--- src/rtl/arb_pkg.sv ---
// ============================================================================
// arb_pkg : shared types and the round-robin pick function for slave_rr_arbiter
// Revision : 1.0
// ============================================================================
`default_nettype none

package arb_pkg;

    localparam int MAX_MASTERS = 8;
    localparam int MAX_IDX_W   = 3;

    typedef enum logic [0:0] {
        IDLE  = 1'b0,
        GRANT = 1'b1
    } arb_state_t;

    // First set bit of req at or above ptr, wrapping within n requesters.
    function automatic logic [MAX_IDX_W-1:0] rr_pick(
        input logic [MAX_MASTERS-1:0] req,
        input logic [MAX_IDX_W-1:0]   ptr,
        input int                     n
    );
        logic [MAX_IDX_W-1:0] win;
        logic                 found;
        int                   idx;
        win   = ptr;
        found = 1'b0;
        for (int i = 0; i < MAX_MASTERS; i++) begin
            idx = int'(ptr) + i;
            if (idx >= n) begin
                idx = idx - n;
            end
            if (!found && (i < n) && req[idx[MAX_IDX_W-1:0]]) begin
                win   = idx[MAX_IDX_W-1:0];
                found = 1'b1;
            end
        end
        return win;
    endfunction

endpackage

`default_nettype wire

--- src/rtl/arb_id_fifo.sv ---
// ============================================================================
// arb_id_fifo : in-order queue of master indices for outstanding reads
// Revision : 1.0
// ============================================================================
`default_nettype none

module arb_id_fifo #(
    parameter int WIDTH     = 2,
    parameter int DEPTH_EXP = 2
) (
    input  logic             clk,
    input  logic             rst,
    input  logic             put,
    input  logic [WIDTH-1:0] din,
    input  logic             get,
    output logic [WIDTH-1:0] dout,
    output logic             full,
    output logic             empty
);

    localparam int DEPTH = 1 << DEPTH_EXP;

    logic [WIDTH-1:0]     mem_q [DEPTH];
    logic [DEPTH_EXP-1:0] wr_ptr_q, wr_ptr_d;
    logic [DEPTH_EXP-1:0] rd_ptr_q, rd_ptr_d;
    logic [DEPTH_EXP:0]   count_q, count_d;
    logic                 do_put, do_get;

    assign full  = (count_q == (DEPTH_EXP+1)'(DEPTH));
    assign empty = (count_q == '0);
    assign dout  = mem_q[rd_ptr_q];

    // A put into a full queue is accepted only when a get frees a slot on the same edge.
    always_comb begin
        do_get   = get & ~empty;
        do_put   = put & (~full | do_get);
        wr_ptr_d = do_put ? wr_ptr_q + 1'b1 : wr_ptr_q;
        rd_ptr_d = do_get ? rd_ptr_q + 1'b1 : rd_ptr_q;
        count_d  = count_q;
        if (do_put && !do_get) begin
            count_d = count_q + 1'b1;
        end else if (do_get && !do_put) begin
            count_d = count_q - 1'b1;
        end
    end

    always_ff @(posedge clk) begin
        if (rst) begin
            wr_ptr_q <= '0;
            rd_ptr_q <= '0;
            count_q  <= '0;
        end else begin
            wr_ptr_q <= wr_ptr_d;
            rd_ptr_q <= rd_ptr_d;
            count_q  <= count_d;
        end
    end

    always_ff @(posedge clk) begin
        if (do_put) begin
            mem_q[wr_ptr_q] <= din;
        end
    end

endmodule

`default_nettype wire

--- src/rtl/slave_rr_arbiter.sv ---
// ============================================================================
// slave_rr_arbiter : round-robin sharing of one slave, read responses routed in order
// Optional grant watchdog with m_err port: define ARB_WDOG_EN.  Revision : 1.0
// ============================================================================
`default_nettype none

module slave_rr_arbiter
    import arb_pkg::*;
#(
    parameter int N_MASTERS          = 4,
    parameter int DATA_WIDTH         = 32,
    parameter int ADDR_WIDTH         = 32,
    parameter int RD_OUTSTANDING_EXP = 2,
    parameter int WDOG_CYCLES        = 64
) (
    input  logic                            clk,
    input  logic                            rst,
    input  logic [N_MASTERS-1:0]            m_req,
    input  logic [N_MASTERS-1:0]            m_cmd,
    input  logic [N_MASTERS*ADDR_WIDTH-1:0] m_addr,
    input  logic [N_MASTERS*DATA_WIDTH-1:0] m_wdata,
    output logic [N_MASTERS-1:0]            m_ack,
    output logic [DATA_WIDTH-1:0]           m_rdata,
    output logic [N_MASTERS-1:0]            m_resp,
    output logic                            s_req,
    output logic                            s_cmd,
    output logic [ADDR_WIDTH-1:0]           s_addr,
    output logic [DATA_WIDTH-1:0]           s_wdata,
    input  logic                            s_ack,
    input  logic [DATA_WIDTH-1:0]           s_rdata,
    input  logic                            s_resp
`ifdef ARB_WDOG_EN
   ,output logic [N_MASTERS-1:0]            m_err
`endif
);

    localparam int               IDX_W    = (N_MASTERS > 1) ? $clog2(N_MASTERS) : 1;
    localparam logic [IDX_W-1:0] LAST_IDX = IDX_W'(N_MASTERS - 1);

    arb_state_t                  state_q, state_d;
    logic [IDX_W-1:0]            grant_idx_q, grant_idx_d;
    logic [IDX_W-1:0]            rr_ptr_q, rr_ptr_d;
    logic                        s_req_q, s_req_d;
    logic                        s_cmd_q, s_cmd_d;
    logic [ADDR_WIDTH-1:0]       s_addr_q, s_addr_d;
    logic [DATA_WIDTH-1:0]       s_wdata_q, s_wdata_d;
    logic [N_MASTERS-1:0]        m_ack_q, m_ack_d;
    logic [N_MASTERS-1:0]        m_resp_q, m_resp_d;
    logic [DATA_WIDTH-1:0]       m_rdata_q, m_rdata_d;

    logic [N_MASTERS-1:0]        elig;
    logic [MAX_MASTERS-1:0]      pick_req;
    logic [IDX_W-1:0]            winner;
    logic [IDX_W-1:0]            next_ptr;
    logic                        fifo_put, fifo_get, fifo_full, fifo_empty;
    logic [IDX_W-1:0]            fifo_dout;

`ifdef ARB_WDOG_EN
    localparam int               WDOG_W    = $clog2(WDOG_CYCLES + 1);
    localparam logic [WDOG_W-1:0] WDOG_LAST = WDOG_W'(WDOG_CYCLES - 1);
    logic [WDOG_W-1:0]           wdog_cnt_q, wdog_cnt_d;
    logic [N_MASTERS-1:0]        m_err_q, m_err_d;
    assign m_err = m_err_q;
`else
    logic                        unused_wdog;
    assign unused_wdog = ^WDOG_CYCLES;
`endif

    assign m_ack   = m_ack_q;
    assign m_resp  = m_resp_q;
    assign m_rdata = m_rdata_q;
    assign s_req   = s_req_q;
    assign s_cmd   = s_cmd_q;
    assign s_addr  = s_addr_q;
    assign s_wdata = s_wdata_q;

    arb_id_fifo #(
        .WIDTH     (IDX_W),
        .DEPTH_EXP (RD_OUTSTANDING_EXP)
    ) u_id_fifo (
        .clk   (clk),
        .rst   (rst),
        .put   (fifo_put),
        .din   (grant_idx_q),
        .get   (fifo_get),
        .dout  (fifo_dout),
        .full  (fifo_full),
        .empty (fifo_empty)
    );

    always_comb begin
        // Reads are held off while the ID queue cannot take another entry.
        elig     = '0;
        pick_req = '0;
        for (int i = 0; i < N_MASTERS; i++) begin
            elig[i]     = m_req[i] & (m_cmd[i] | ~fifo_full);
            pick_req[i] = elig[i];
        end
        winner   = IDX_W'(rr_pick(pick_req, MAX_IDX_W'(rr_ptr_q), N_MASTERS));
        next_ptr = (grant_idx_q == LAST_IDX) ? '0 : grant_idx_q + 1'b1;

        state_d     = state_q;
        grant_idx_d = grant_idx_q;
        rr_ptr_d    = rr_ptr_q;
        s_req_d     = s_req_q;
        s_cmd_d     = s_cmd_q;
        s_addr_d    = s_addr_q;
        s_wdata_d   = s_wdata_q;
        m_ack_d     = '0;
        m_resp_d    = '0;
        m_rdata_d   = m_rdata_q;
        fifo_put    = 1'b0;
        fifo_get    = s_resp & ~fifo_empty;
`ifdef ARB_WDOG_EN
        wdog_cnt_d  = wdog_cnt_q;
        m_err_d     = '0;
`endif

        if (fifo_get) begin
            m_resp_d[fifo_dout] = 1'b1;
            m_rdata_d           = s_rdata;
        end

        case (state_q)
            IDLE: begin
                if (|elig) begin
                    state_d     = GRANT;
                    grant_idx_d = winner;
                    s_req_d     = 1'b1;
                    s_cmd_d     = m_cmd[winner];
                    s_addr_d    = m_addr[winner*ADDR_WIDTH +: ADDR_WIDTH];
                    s_wdata_d   = m_wdata[winner*DATA_WIDTH +: DATA_WIDTH];
`ifdef ARB_WDOG_EN
                    wdog_cnt_d  = '0;
`endif
                end
            end
            GRANT: begin
                if (s_ack) begin
                    s_req_d              = 1'b0;
                    m_ack_d[grant_idx_q] = 1'b1;
                    fifo_put             = ~s_cmd_q;
                    rr_ptr_d             = next_ptr;
                    state_d              = IDLE;
                end
`ifdef ARB_WDOG_EN
                else if (wdog_cnt_q == WDOG_LAST) begin
                    s_req_d              = 1'b0;
                    m_err_d[grant_idx_q] = 1'b1;
                    rr_ptr_d             = next_ptr;
                    state_d              = IDLE;
                end else begin
                    wdog_cnt_d = wdog_cnt_q + 1'b1;
                end
`endif
            end
            default: state_d = IDLE;
        endcase
    end

    always_ff @(posedge clk) begin
        if (rst) begin
            state_q     <= IDLE;
            grant_idx_q <= '0;
            rr_ptr_q    <= '0;
            s_req_q     <= 1'b0;
            s_cmd_q     <= 1'b0;
            s_addr_q    <= '0;
            s_wdata_q   <= '0;
            m_ack_q     <= '0;
            m_resp_q    <= '0;
            m_rdata_q   <= '0;
        end else begin
            state_q     <= state_d;
            grant_idx_q <= grant_idx_d;
            rr_ptr_q    <= rr_ptr_d;
            s_req_q     <= s_req_d;
            s_cmd_q     <= s_cmd_d;
            s_addr_q    <= s_addr_d;
            s_wdata_q   <= s_wdata_d;
            m_ack_q     <= m_ack_d;
            m_resp_q    <= m_resp_d;
            m_rdata_q   <= m_rdata_d;
        end
    end

`ifdef ARB_WDOG_EN
    always_ff @(posedge clk) begin
        if (rst) begin
            wdog_cnt_q <= '0;
            m_err_q    <= '0;
        end else begin
            wdog_cnt_q <= wdog_cnt_d;
            m_err_q    <= m_err_d;
        end
    end
`endif

endmodule

`default_nettype wire
--- config.mk ---
export PLATFORM = sky130hd
export DESIGN_NAME = slave_rr_arbiter
export DESIGN_NICKNAME = d
export VERILOG_FILES = /design/src/rtl/arb_pkg.sv /design/src/rtl/arb_id_fifo.sv /design/src/rtl/slave_rr_arbiter.sv
export SDC_FILE = /design/constraint.sdc
export NUM_CORES = 1
export LEC_CHECK = 0
export CAP_MARGIN = 5
export CORE_AREA = 2 2 157 159
export CTS_BUF_LIST = sky130_fd_sc_hd__clkbuf_4
export DETAILED_ROUTE_END_ITERATION = 8
export DIE_AREA = 0 0 159 161
export PLACE_DENSITY = 0.73
export SETUP_SLACK_MARGIN = 0.02
export SYNTH_ARGS = -nofsm -noshare
export SYNTH_HDL_FRONTEND = slang
export SYNTH_SLANG_ARGS = --single-unit
--- constraint.sdc ---
create_clock -name clk -period 4.1 [get_ports clk]
set_input_delay 0.615 -clock clk [delete_from_list [all_inputs] [get_ports clk]]
set_output_delay 0.615 -clock clk [all_outputs]
set_load 0.05 [all_outputs]
==> metrics.cfg, run 1 <==
[status]
outcome = completed

[synth]
async_flop_share = 0
syn_area_um2 = 6240
ys_ff = 128
ys_top_cells_by_area = dfxtp_1, mux2i_1, nand2_1
yosysCellCount = 627
syn_avg_cell_area_um2 = 9.96
yosys_area_um2 = 6240
ys.flop_type = dfxtp_1

[floorplan]
chipArea_um2 = 25600
taps = 324
fp_util = 0.261
die-width_um = 159

[layout]
nNetsFinal = 1333
num-nonclk-inverters = 7
logic_area_um2 = 3350
comb_area_frac = 0.305
drive_above_1_share = 0.0878
area_growth_pct = 76.0

[routing]
drc_errors = 0
routed.top_layer = met4
met3_length_um = 1680
detail_route.wl_per_cell_um = 17.2
via_per_inst = 4.59
m1WireLength_um = 9810
ant_nets = 0
drt-total-wl_um = 23500

[setup_path]
end_kind = flop
r2r-end = s_wdata[17]
arrival_ps = 3510
crit_path_start_kind = flop
r2r_start = u_id_fifo.count_q[0]
cp.required_ps = 4490
crit_fanout = 35
cp-startpoint = u_id_fifo.count_q[0]

[sta]
fin_setup_tns_ps = 0
rsz0062_at_grt = no
layout_min_cycle_time_ps = 3120
finalHoldViolations = 0
tightestPinTransition_ps = 762
holdWs_ps = 358
maxSlewHeadroom = 0.485
fin_crit_sh = 0.761

[global_route]
grt_antenna_before_repair = 1
gr-total-overflow = 0
gr-max-usage-layer = met2
grt.total_usage = 0.179
use_met2 = 0.302
grtUsageMet1 = 0.215
grt_pass1_wl_um = 36100

[cts]
cts.htree.levels = 4
hold_buffers = 0
cts-root-buf = clkbuf_4
clock-sinks = 128
cts_resized = 0
cts_tree = yes
cts_buffers = 17

[flow_run]
log.warning_count = 32

[worst_hold_path]
min_from = rst

[place]
preCtsSetupSlack_ps = 784

[pwr]
p_leak_uw = 0.00402

-- run 1: critical path, cell delays in order, from the launching register on --
cell      delay, ps
dfxtp_1         380
or3b_1          510
o21ai_1         420
o221ai_1        280
a21oi_4         610
buf_12          330
mux2i_1         300
o221ai_2        140
-- run 1: layout by cell type, fill, tap and decap left out, types with 2 or more instances in the layout --
| cell type | instances |
|---|---|
| o221ai_2 | 32 |
| clkdlybuf4s50_1 | 404 |
| xor2_1 | 3 |
| o221ai_1 | 35 |
| or3_1 | 2 |
| a21oi_1 | 38 |
| nand3_1 | 2 |
| nor3_1 | 2 |
| dfxtp_1 | 120 |
| buf_4 | 16 |
| clkbuf_4 | 17 |
| mux2i_1 | 132 |
| o21a_1 | 3 |
| clkinvlp_4 | 3 |
| xnor2_1 | 2 |
| nand2_1 | 134 |
| o21ai_0 | 4 |
| edfxtp_1 | 8 |
| nor2_1 | 19 |
| o21ai_1 | 2 |
| ha_1 | 9 |
| and2_1 | 8 |
| inv_8 | 5 |
| mux4_2 | 2 |
| buf_12 | 5 |
| inv_1 | 6 |
| inv_6 | 4 |
-- run 1: cells by family after synthesis --
kind of cell | synth area share
and+or+nand+nor | 0.113
muxes | 0.219
DFF | 0.423
AOI/OAI and AO/OA | 0.173
buffers and inverters | 0.0441
adders and majority gates | 0.0212
xor gates and xnor gates | 0.00702
-- run 1: metrics by stage --
stage	power [uW]	util	instance area [um2]
2_1_floorplan	3030	-	6240
3_3_place_gp	3890	0.446	10700
3_5_place_dp	3910	0.446	10700
4_1_cts	4860	0.458	11000
5_1_grt	5050	0.459	11000
6_report	4790	0.459	11000
-- run 1: power by group --
group          total [uW]  internal (uW)  switching, uW
Clock                 916            334            582
Sequential           1590           1470            122
Combinational        2290            959           1330
### The clock network, run 1

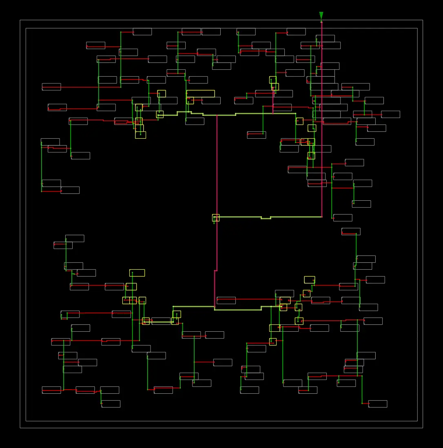
Clk power: 916 uW
Flops: 128
clock skew: 14.4 ps

### Cells colored by class, run 1

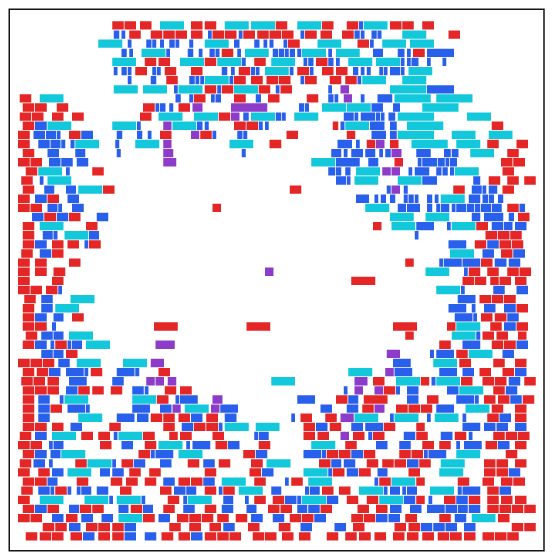
- remaining logic cells: blue (cells 450; share of their area 32%)
- remaining buffers and delay cells: red (cells 426; share of their area 40%)
- registers: cyan (cells 128; share of their area 25%)
- clock drivers and dummy loads: purple (cells 32; share of their area 2.8%)
design area: 11000 um2
# rows: 57
area of the core: 24000 um2
sequential share of cell area: 0.240

### Clock network drawn from the DEF, run 1

The bar under the picture is 50 um long.
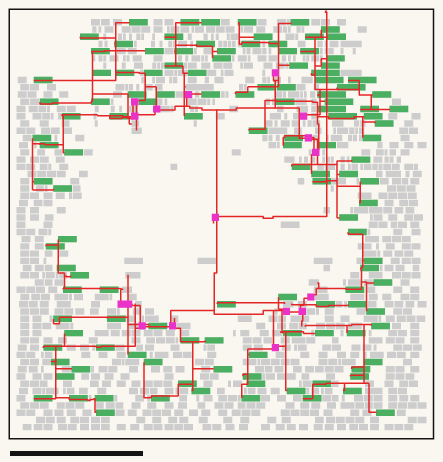
- clock wires: red (length 1850 um)
- flip-flops: green (count 128)
- clock-net drivers: magenta (count 17)
- flops lie: all over the die
Clock Power Share: 0.191
clk_lat worst skew: 520 ps

==> run 1 -> run 2 <==
clock period = 3.1 ns   (was 4.1 ns; I/O delays follow)
### Cells colored by class, run 2

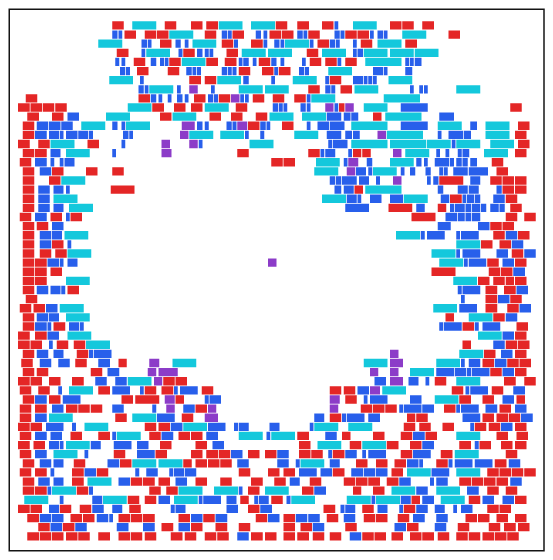
- registers: cyan (cells 128; share of their area 25%)
- remaining logic cells: blue (cells 450; share of their area 32%)
- remaining buffers and delay cells: red (cells 428; share of their area 41%)
- clock drivers and dummy loads: purple (cells 32; share of their area 2.6%)
sequential share of cell area: 0.240
design area: 11000 um2
utilization of the core after routing: 0.459

==> metrics.cfg, run 2 <==
[status]
outcome = completed

[layout]
nNetsFinal = 1335  ; +0.15%
layout_top_cell = clkdlybuf4s50_1

[setup_path]
crit_path_start_kind = flop
critical_path.top_delay_family = AND-OR/OR-AND gates
cp_slowest_cell = or3b_1
arrival_ps = 3270  ; -240 ps
end_kind = flop
path_depth = 8  ; +1
slowest_delay_ps = 520  ; -90 ps
crit_chain = or3b_1 -> o21ai_1 -> o221ai_1 -> a21oi_4 -> buf_12 -> buf_4 -> mux2i_1 -> o221ai_2
crit_fanout = 28  ; -20%

[pwr]
p_leak_uw = 0.00403  ; +0.13%

[floorplan]
chipArea_um2 = 25600  ; unchanged
coreArea_um2 = 24000  ; unchanged
rows = 57  ; unchanged
fp_util = 0.261  ; unchanged

[sta]
rsz0062_at_grt = no
finalHoldViolations = 0  ; unchanged
holdWs_ps = 190  ; -169 ps
finClkSkew_ps = 24.4  ; +10.1 ps
maxSlewHeadroom = 0.613  ; +0.128
fin_crit_sh = 0.929  ; +0.168
fin_setup_tns_ps = 0  ; unchanged
tightestPinTransition_ps = 578  ; -184 ps

[synth]
yosysCellCount = 627  ; unchanged
aoi_share = 0.173  ; unchanged
yosys-mux-area-fraction = 0.219  ; unchanged
synthTopLogicFamily = multiplexers
yosys_area_um2 = 6240  ; unchanged
ys.flop_type = dfxtp_1
ys_sh_simple = 0.113  ; unchanged

[routing]
ant_nets = 0  ; unchanged
via_per_inst = 4.55  ; -0.98%

[cts]
cts_buffers = 17  ; unchanged
clock-sinks = 128  ; unchanged
cts_tree = yes
hold_buffers = 0  ; unchanged

[global_route]
grt_antenna_before_repair = 1  ; unchanged
grt_pass1_wl_um = 35600  ; -1.3%

### Signal wires by layer, run 2

The bar under the picture is 50 um long. Only two layers are drawn.
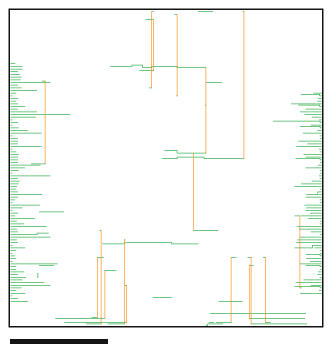
- M4: orange (wire length 635 um)
- M3: green (wire length 1550 um)
Vias: 6201
DRT Wirelength: 22900 um
Routed wire per std cell: 16.8 um
total track usage: 0.175

run 2: routing by layer:
layer	vias to the layer above	track usage	share of wire
li1	3092	-	-
met5	-	0	0
met1	2845	0.204	0.42
met2	228	0.304	0.49
met4	0	0.0640	0.028
met3	36	0.0526	0.068
run 2: per-stage QoR:
stage | setup slack [ps] | power, uW | util | cell area, um2
finish | 221 | 6250 | 0.459 | 11000
CTS | 259 | 6330 | 0.459 | 11000
global route | 71.1 | 6590 | 0.459 | 11000
global placement | 314 | 5160 | 0.447 | 10700
detailed placement | 249 | 5190 | 0.447 | 10700
floorplan | 580 | 4010 | - | 6240
run 2: kinds of logic after synthesis:
group	after synthesis
flip-flops	128
AND/OR/NAND/NOR	174
adder cells (fa/ha/maj)	10
buffers and inverters	56
AND-OR/OR-AND	120
multiplexers	134
XOR/XNOR	5
run 2: path summary, 6_finish.rpt:
path,to,from,slack (ps)
hold / removal,rr_ptr_q[1],rst,190
setup reg to reg,s_wdata[15],u_id_fifo.count_q[0],220
setup / recovery,s_wdata[15],u_id_fifo.count_q[0],220
hold reg to reg,m_rdata[28],m_rdata[28],460
run 2: area by class of cell:
cell class | count | area (um2) | share of cell area
Timing Repair Buffer | 428 | 4300 | 0.391
Clock buffer | 17 | 128 | 0.0116
Tap cell | 324 | 405 | 0.0369
Sequential cell | 128 | 2640 | 0.240
Antenna cell | 1 | 2.50 | 0.000228
Multi-Input combinational cell | 443 | 3350 | 0.304
Clock inverter | 15 | 145 | 0.0132
Inverter | 7 | 26.3 | 0.00239
run 2: where the power goes:
| part | leakage (uW) | switching [uW] | internal, uW |
|---|---|---|---|
| clock | 0.000140 | 754 | 357 |
| combinational | 0.00283 | 1750 | 1290 |
| sequential | 0.00106 | 164 | 1940 |
==> run 2 -> run 3 <==
PLACE_DENSITY = 0.61   (was 0.73)
### Cells colored by class, run 3

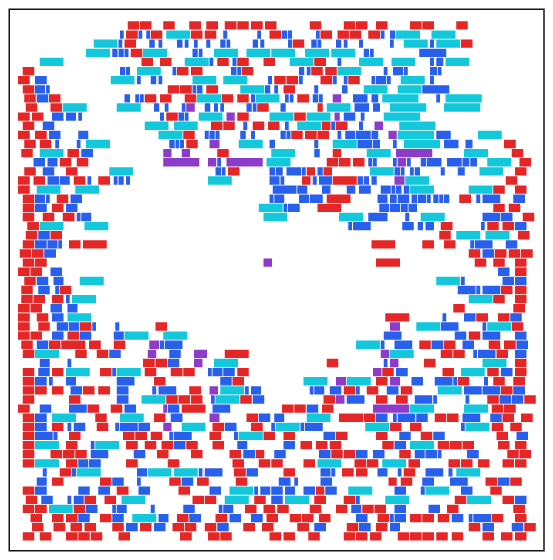
- remaining logic cells: blue (cells 450; share of their area 32%)
- clock drivers and dummy loads: purple (cells 32; share of their area 3.2%)
- registers: cyan (cells 128; share of their area 25%)
- remaining buffers and delay cells: red (cells 424; share of their area 41%)
utilization of the core after routing: 0.463
design area: 11100 um2
sequential share of cell area: 0.238

==> metrics.cfg, run 3 <==
[status]
outcome = completed

[worst_hold_path]
holdPathEnd = m_rdata[19]
min_from = s_rdata[19]
min_path_cells = 3
hp-class = input pin to flop

[routing]
ant_nets = 0  ; unchanged
via_per_inst = 4.50  ; -1.1%
drc_errors = 0
drtIter0Drc = 251
first_pass_iters = 4

[synth]
ys_top_cells_by_area = dfxtp_1, mux2i_1, nand2_1
ys_types = 37
fp_nets = 937
yosys_area_um2 = 6240  ; unchanged
netlist.area_leader.share = 0.385
yosysCellCount = 627  ; unchanged
yosysWarnings = 0
ys_ff = 128
yosysSeqAreaShare = 0.423
netlist_top_cells_count = nand2_1, mux2i_1, dfxtp_1
edf_count = 8
ys.flop_type = dfxtp_1
syn_area_um2 = 6240
largest_area_cell = dfxtp_1
postSynthCellCount = 627
async_flop_share = 0
most_common_cell = nand2_1

[sta]
fmax_ghz = 0.350
finalHoldViolations = 0  ; unchanged
tightestPinTransition_ps = 600  ; +21.5 ps
final-setup-viol-count = 0
rsz0062_at_grt = no
layout_min_cycle_time_ps = 2860
maxSlewHeadroom = 0.599  ; -0.0143
timing.final.ws_setup_ps = 241  ; +19.8 ps
fin_setup_tns_ps = 0  ; unchanged
drv_slew = 0
fin_crit_sh = 0.922  ; -0.00640
finClkSkew_ps = 30.3  ; +5.87 ps
holdWs_ps = 453  ; +263 ps

[global_route]
grt_pass1_wl_um = 36700  ; +3.1%
grt_pass1_vias = 6257
grt_antenna_before_repair = 1  ; unchanged
gr-total-overflow = 0
grt_max_degree = 66

[layout]
lay_top_cells = clkdlybuf4s50_1, nand2_1, mux2i_1, dfxtp_1, a21oi_1
layout_top_cell = clkdlybuf4s50_1
final_cell_count_no_fill = 1359
nNetsFinal = 1331  ; -0.30%

[place]
dpl.cell_count = 1326
preCtsSetupSlack_ps = 201  ; -48.1 ps
dpl_cell_area_um2 = 10800  ; +0.30%
place_congestion = 0.862
port-buffer-count = 405

[setup_path]
crit_path_start_kind = flop
arrival_ps = 3280  ; about the same
crit_fanout = 30  ; +7.1%
r2r_start = u_id_fifo.count_q[0]
worst-r2r-setup-slack_ps = 240  ; +20 ps
end_kind = flop
r2r_cells = 8
cp-startpoint = u_id_fifo.count_q[0]
r2r-end = s_wdata[19]
worstSetupPathType = flop to flop
crit_end = s_wdata[19]

[cts]
clock_latency_ps = 550
cts-root-buf = clkbuf_4
postCtsSetupBuffers = 0
clock-sinks = 128  ; unchanged
cts.path.max_buffers = 2
cts.htree.levels = 4
hold_buffers = 0  ; unchanged
cts_tree = yes
cts_resized = 0
cts_buffers = 17  ; unchanged

[pwr]
ir_drop_mv = 0.284
p_leak_uw = 0.00407  ; +1.0%
power_uw = 6560  ; +4.9%

[floorplan]
chipArea_um2 = 25600  ; unchanged
die-width_um = 159
fp_util = 0.261  ; unchanged
coreArea_um2 = 24000  ; unchanged
die_h_um = 161
top_level_ports = 406
rows = 57  ; unchanged

[flow_run]
log.warning_count = 32
maxCapViolCount = 0

### Signal wires by layer, run 3

The bar under the picture is 50 um long. Only two layers are drawn.
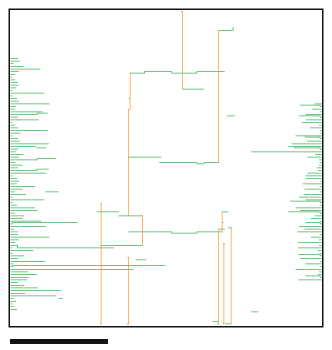
- M4: orange (wire length 439 um)
- M3: green (wire length 1600 um)
Vias: 6115
Routed wire per std cell: 17.7 um
DRT Wirelength: 24000 um
total track usage: 0.184

[run 3: cell count changes in the layout (fill, tap and decap cells not counted), moves of 2 or more]
cell	change
clkinvlp_4	-3
inv_6	+2
bufinv_16	+4
buf_12	+5
buf_4	-9
inv_8	-3
clkinv_4	-2
[run 3: where the power goes]
| group | leakage [uW] | internal (uW) | switching [uW] |
|---|---|---|---|
| registers | 0.00106 | 1940 | 162 |
| clock network | 0.000182 | 668 | 716 |
| logic | 0.00283 | 1310 | 1760 |
| total | 0.00407 | 3920 | 2640 |
[run 3: final cells by class]
cell class | count | area [um2]
Tap cell | 324 | 405
Multi-Input combinational cell | 443 | 3350
Sequential cell | 128 | 2640
Timing Repair Buffer | 424 | 4330
Inverter | 7 | 26.3
Antenna cell | 1 | 2.50
Clock inverter | 14 | 201
Fill cell | 2331 | 12900
Clock buffer | 18 | 135
[run 3: critical path: stages (launching register included)]
cell	delay [ps]
dfxtp_1	370
or3b_1	510
o21ai_1	410
o221ai_1	250
a21oi_4	300
buf_12	280
buf_4	240
mux2i_1	250
o221ai_2	120
[run 3: cell families (layout without fill, tap and decap cells)]
| logic type | after synthesis | count (layout) | share of synthesized area |
|---|---|---|---|
| XOR/XNOR | 5 | 5 | 0.00702 |
| other | 0 | 1 | 0 |
| AND/OR/NAND/NOR | 174 | 174 | 0.113 |
| buffers and inverters | 56 | 463 | 0.0441 |
| AND-OR/OR-AND | 120 | 120 | 0.173 |
| flip-flops | 128 | 128 | 0.423 |
| multiplexers | 134 | 134 | 0.219 |
| adder cells (fa/ha/maj) | 10 | 10 | 0.0212 |
[run 3: layer usage]
metal	GRT usage	up-vias	part of all wire
li1	-	3074	-
met1	0.212	2814	0.41
met2	0.328	203	0.51
met3	0.0591	24	0.067
met4	0.0517	0	0.018
met5	0	-	0
Power and IR drop assume default switching activity.
